Fig. 1: met3 routing
Drawn at 8 px/um.
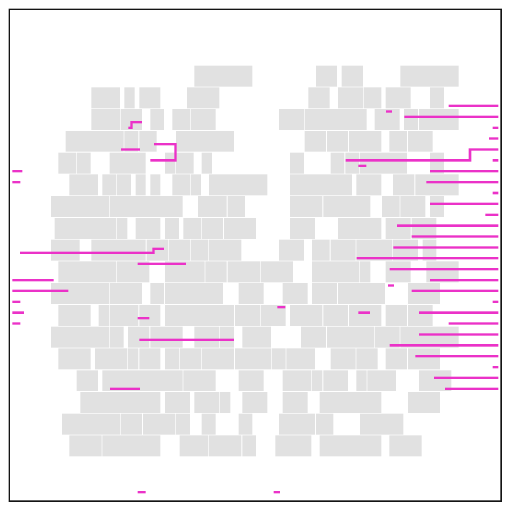
Fig. 2: cells colored by class
Drawn at 10 px/um.
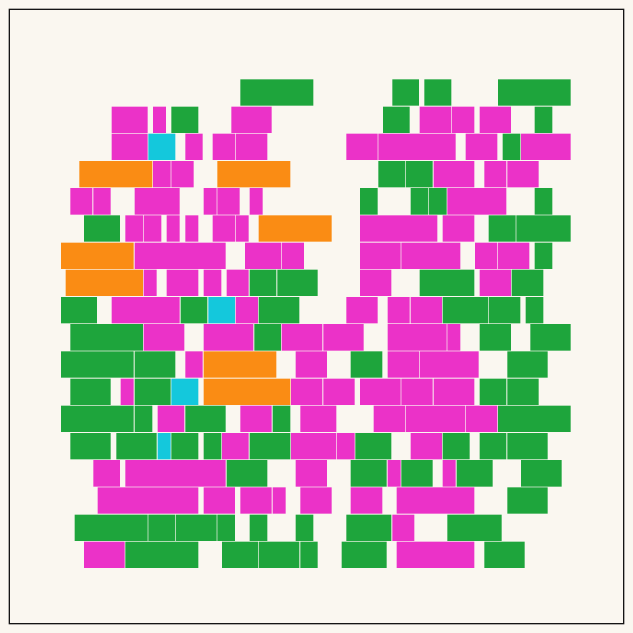
Fig. 3: wiring heat map
Drawn at 4 px/um. The die is cut into 12 by 12 equal tiles; dark purple is low, yellow is high, scaled to the fullest tile. Values are wire area over tile area, all layers added.
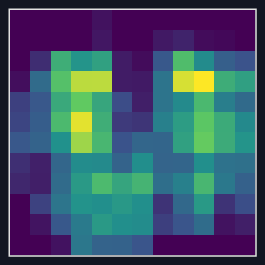
Fig. 4: ports around the boundary
Drawn at 6 px/um. Pins as bars across the die edge, other pins in gray.
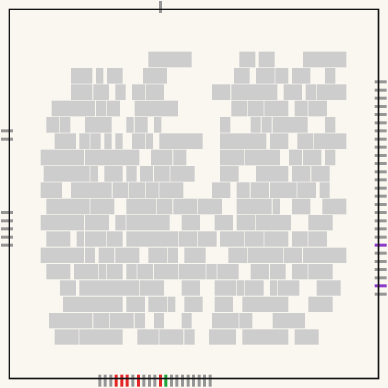
**config.mk**
```make
export PLATFORM = sky130hd
export DESIGN_NAME = hazard_ctrl
export DESIGN_NICKNAME = d
export VERILOG_FILES = /design/src/rtl/hazard_ctrl_pkg.sv /design/src/rtl/hazard_ctrl_fwd_unit.sv /design/src/rtl/hazard_ctrl.sv
export SDC_FILE = /design/constraint.sdc
export NUM_CORES = 1
export LEC_CHECK = 0
export ABC_CLOCK_PERIOD_IN_PS = 1400
export CORE_MARGIN = 5
export CORE_UTILIZATION = 33
export CTS_CLUSTER_SIZE = 20
export DETAILED_ROUTE_END_ITERATION = 8
export GPL_TIMING_DRIVEN = 0
export PLACE_DENSITY = 0.82
export SLEW_MARGIN = 0
export SYNTH_ARGS = -nofsm -noshare
export SYNTH_HDL_FRONTEND = slang
export SYNTH_SLANG_ARGS = --single-unit
```
**constraint.sdc**
```tcl
create_clock -name clk -period 1.4 [get_ports clk]
set_clock_uncertainty 0.1 [all_clocks]
set_input_delay 0.14 -clock clk [delete_from_list [all_inputs] [get_ports clk]]
set_output_delay 0.14 -clock clk [all_outputs]
set_load 0.1 [all_outputs]
```
**src/rtl/hazard_ctrl_pkg.sv**
```systemverilog
// Shared types for the hazard controller: forwarding selects,
// multi-cycle FSM states and the stall/flush control bundle.
package hazard_ctrl_pkg;

  typedef enum logic [1:0] {
    FWD_RF = 2'b00,
    FWD_W  = 2'b01,
    FWD_M  = 2'b10
  } fwd_sel_t;

  typedef enum logic [1:0] {
    MD_IDLE,
    MD_BUSY,
    MD_DONE
  } md_state_t;

  typedef struct packed {
    logic stall_f;
    logic stall_d;
    logic stall_e;
    logic flush_d;
    logic flush_e;
    logic flush_m;
  } hazard_ctrl_t;

  localparam hazard_ctrl_t HZ_NONE = '0;

  function automatic logic [31:0] sat_inc(
    input logic [31:0] v,
    input logic        en
  );
    return (en && v != 32'hFFFF_FFFF) ? v + 32'd1 : v;
  endfunction

endpackage

```
**src/rtl/hazard_ctrl_fwd_unit.sv**
```systemverilog
// Forwarding compare for one execute source operand.
// Ports: src, M/W dest + write flags in; sel (fwd_sel_t) out.
module fwd_unit
  import hazard_ctrl_pkg::*;
#(
  parameter int RA_W = 5
) (
  input  logic [RA_W-1:0] src,
  input  logic [RA_W-1:0] write_reg_m,
  input  logic            reg_write_m,
  input  logic            mem_to_reg_m,
  input  logic [RA_W-1:0] write_reg_w,
  input  logic            reg_write_w,
  output fwd_sel_t        sel
);

  logic nz;
  logic hit_m;
  logic hit_w;

  assign nz = |src;

  // Load data is not available until W, so M only forwards ALU results.
  assign hit_m = reg_write_m && !mem_to_reg_m &&
                 (write_reg_m == src) && nz;
  assign hit_w = reg_write_w && (write_reg_w == src) && nz;

  always_comb begin
    sel = FWD_RF;
    if (hit_m)
      sel = FWD_M;
    else if (hit_w)
      sel = FWD_W;
  end

endmodule

```
**src/rtl/hazard_ctrl.sv**
```systemverilog
// Hazard controller: forwarding selects, load-use bubble, branch flush
// and mul/div busy FSM. Optional perf counters under HAZARD_PERF_EN.
module hazard_ctrl
  import hazard_ctrl_pkg::*;
#(
  parameter int MD_LAT = 32,
  parameter int RA_W   = 5
) (
  input  logic            clk,
  input  logic            resetn,
  input  logic [RA_W-1:0] rs_d,
  input  logic [RA_W-1:0] rt_d,
  input  logic [RA_W-1:0] rs_e,
  input  logic [RA_W-1:0] rt_e,
  input  logic [RA_W-1:0] write_reg_e,
  input  logic            reg_write_e,
  input  logic            mem_to_reg_e,
  input  logic            md_start_e,
  input  logic [RA_W-1:0] write_reg_m,
  input  logic            reg_write_m,
  input  logic            mem_to_reg_m,
  input  logic            branch_taken_m,
  input  logic [RA_W-1:0] write_reg_w,
  input  logic            reg_write_w,
  output logic [1:0]      forward_a,
  output logic [1:0]      forward_b,
  output logic            stall_f,
  output logic            stall_d,
  output logic            stall_e,
  output logic            flush_d,
  output logic            flush_e,
  output logic            flush_m,
  output logic            md_busy,
`ifdef HAZARD_PERF_EN
  output logic [31:0]     perf_stall_cycles,
  output logic [31:0]     perf_flush_count,
`endif
  output logic            md_done
);

  localparam int CNT_W = $clog2(MD_LAT);
  localparam logic [CNT_W-1:0] CNT_INIT = CNT_W'(MD_LAT - 2);

  fwd_sel_t     fwd_a;
  fwd_sel_t     fwd_b;
  md_state_t    state;
  md_state_t    state_n;
  logic [CNT_W-1:0] cnt;
  logic [CNT_W-1:0] cnt_n;
  logic         lu;
  logic         busy;
  hazard_ctrl_t ctl;

  fwd_unit #(.RA_W(RA_W)) u_fwd_a (
    .src          (rs_e),
    .write_reg_m  (write_reg_m),
    .reg_write_m  (reg_write_m),
    .mem_to_reg_m (mem_to_reg_m),
    .write_reg_w  (write_reg_w),
    .reg_write_w  (reg_write_w),
    .sel          (fwd_a)
  );

  fwd_unit #(.RA_W(RA_W)) u_fwd_b (
    .src          (rt_e),
    .write_reg_m  (write_reg_m),
    .reg_write_m  (reg_write_m),
    .mem_to_reg_m (mem_to_reg_m),
    .write_reg_w  (write_reg_w),
    .reg_write_w  (reg_write_w),
    .sel          (fwd_b)
  );

  assign forward_a = fwd_a;
  assign forward_b = fwd_b;

  assign lu = mem_to_reg_e && reg_write_e && (|write_reg_e) &&
              ((write_reg_e == rs_d) || (write_reg_e == rt_d));

  assign busy = (state == MD_BUSY);

  always_ff @(posedge clk) begin
    if (!resetn) begin
      state <= MD_IDLE;
      cnt   <= '0;
    end else begin
      state <= state_n;
      cnt   <= cnt_n;
    end
  end

  // A start killed by a taken branch is a wrong-path op: ignore it.
  always_comb begin
    state_n = state;
    cnt_n   = cnt;
    unique case (state)
      MD_IDLE: begin
        if (md_start_e && !branch_taken_m) begin
          cnt_n   = CNT_INIT;
          state_n = (MD_LAT == 2) ? MD_DONE : MD_BUSY;
        end
      end
      MD_BUSY: begin
        cnt_n = cnt - CNT_W'(1);
        if (cnt == CNT_W'(1))
          state_n = MD_DONE;
      end
      MD_DONE: begin
        state_n = MD_IDLE;
      end
      default: begin
        state_n = MD_IDLE;
        cnt_n   = '0;
      end
    endcase
  end

  // Busy freezes F/D/E outright, so a load-use bubble would corrupt
  // the held op; a taken branch outranks load-use since both die.
  always_comb begin
    ctl = HZ_NONE;
    if (busy) begin
      ctl.stall_f = 1'b1;
      ctl.stall_d = 1'b1;
      ctl.stall_e = 1'b1;
      ctl.flush_m = 1'b1;
    end else if (branch_taken_m) begin
      ctl.flush_d = 1'b1;
      ctl.flush_e = 1'b1;
    end else if (lu) begin
      ctl.stall_f = 1'b1;
      ctl.stall_d = 1'b1;
      ctl.flush_e = 1'b1;
    end
  end

  assign stall_f = ctl.stall_f;
  assign stall_d = ctl.stall_d;
  assign stall_e = ctl.stall_e;
  assign flush_d = ctl.flush_d;
  assign flush_e = ctl.flush_e;
  assign flush_m = ctl.flush_m;
  assign md_busy = busy;
  assign md_done = (state == MD_DONE);

`ifdef HAZARD_PERF_EN
  always_ff @(posedge clk) begin
    if (!resetn) begin
      perf_stall_cycles <= '0;
      perf_flush_count  <= '0;
    end else begin
      perf_stall_cycles <= sat_inc(perf_stall_cycles, ctl.stall_f);
      perf_flush_count  <= sat_inc(perf_flush_count, branch_taken_m);
    end
  end
`endif

endmodule

```
==> reports/metrics.yaml <==
finish:
  fillCellCount: 188
  fin_cells: 208
  clock_area_share_pct: 1.430
  finalInstanceArea_sq_um: 1838
  clkbuf_count: 4
  area_dominant_class: "combinational gates"
  largest_reg_flops: 5
job:
  drv_cap: 0
synth:
  xor_area_share_pct: 30.26
  ys_seq_share_pct: 16.14
  enable_flop_cells: 0
  logic_family: "simple AND/OR/NAND/NOR gates"
  ys_sh_simple_pct: 31.41
status:
  status: "finished with violations"
  violations: "negative setup slack"
cts:
  holdBufCountCts: 0
  cts_max_level: 1
global_routing:
  grt_pass1_vias: 1164
  grt_use_met1_pct: 19.37
power:
  internal-power_mw: 0.6379
  pg_comb_mw: 0.666
  clockPowerShare_pct: 17.9
  powerClk_mw: 0.198
  seq_power_share_pct: 21.9
detailed_routing:
  wl_met3_um: 286
  vias_per_cell: 5.192
place:
  io_buffers: 55
worst_setup_path:
  r2r_slack_ps: 60
  r2r_start: "state[0]$_SDFFE_PN0P_"
  slowest_stage: "or4_4"
  startpoint: "rt_e[0]"
  cp-start-kind: "input port"
  path_cells: "buf_8 > or4_4 > nor2_4 > nor4_4 > buf_4 > nor4_4 > buf_6"
timing:
  tightest_slew_ps: 347.8
  final-setup-viol-count: 9
  setup_ws_ps: -423.9
floorplanning:
  die_width_um: 61.30
  fp.dieH_um: 61.30
hold_path:
  min_path_type: "reg -> reg"
About Fig. 1:
The layer holds 8.1% of the routed length. 42 nets have wire on it. The wires run mostly horizontal. The layer carries 286 um of wire. The longest straight run is 17.4 um.

About Fig. 2:
Key: other buffers and delay cells = green [cells 74, share of their area 41%]; all other logic = magenta [cells 93, share of their area 49%]; flip-flops = orange [cells 7, share of their area 8.1%]; clock drivers and dummy loads = cyan [cells 4, share of their area 1.5%]

About Fig. 3:
The fullest tile reaches 0.49. The emptiest ninth of the die: top center. The densest ninth of the die: middle right. 25% of the tiles are over half the peak.
vias: 1080
GRT Overall Usage: 18.18%
WL final: 3532 um
WL/cell: 16.98 um

About Fig. 4:
Key: stall_f = green [pins 1, direction output, edge bottom]; write_reg_e = red [pins 5, direction input, edge bottom]; forward_b = purple [pins 2, direction output, edge right]
All pins by edge: 27 right, 21 bottom, 7 left, 1 top.

No activity file was given, so power comes from the tool's default toggle rates.
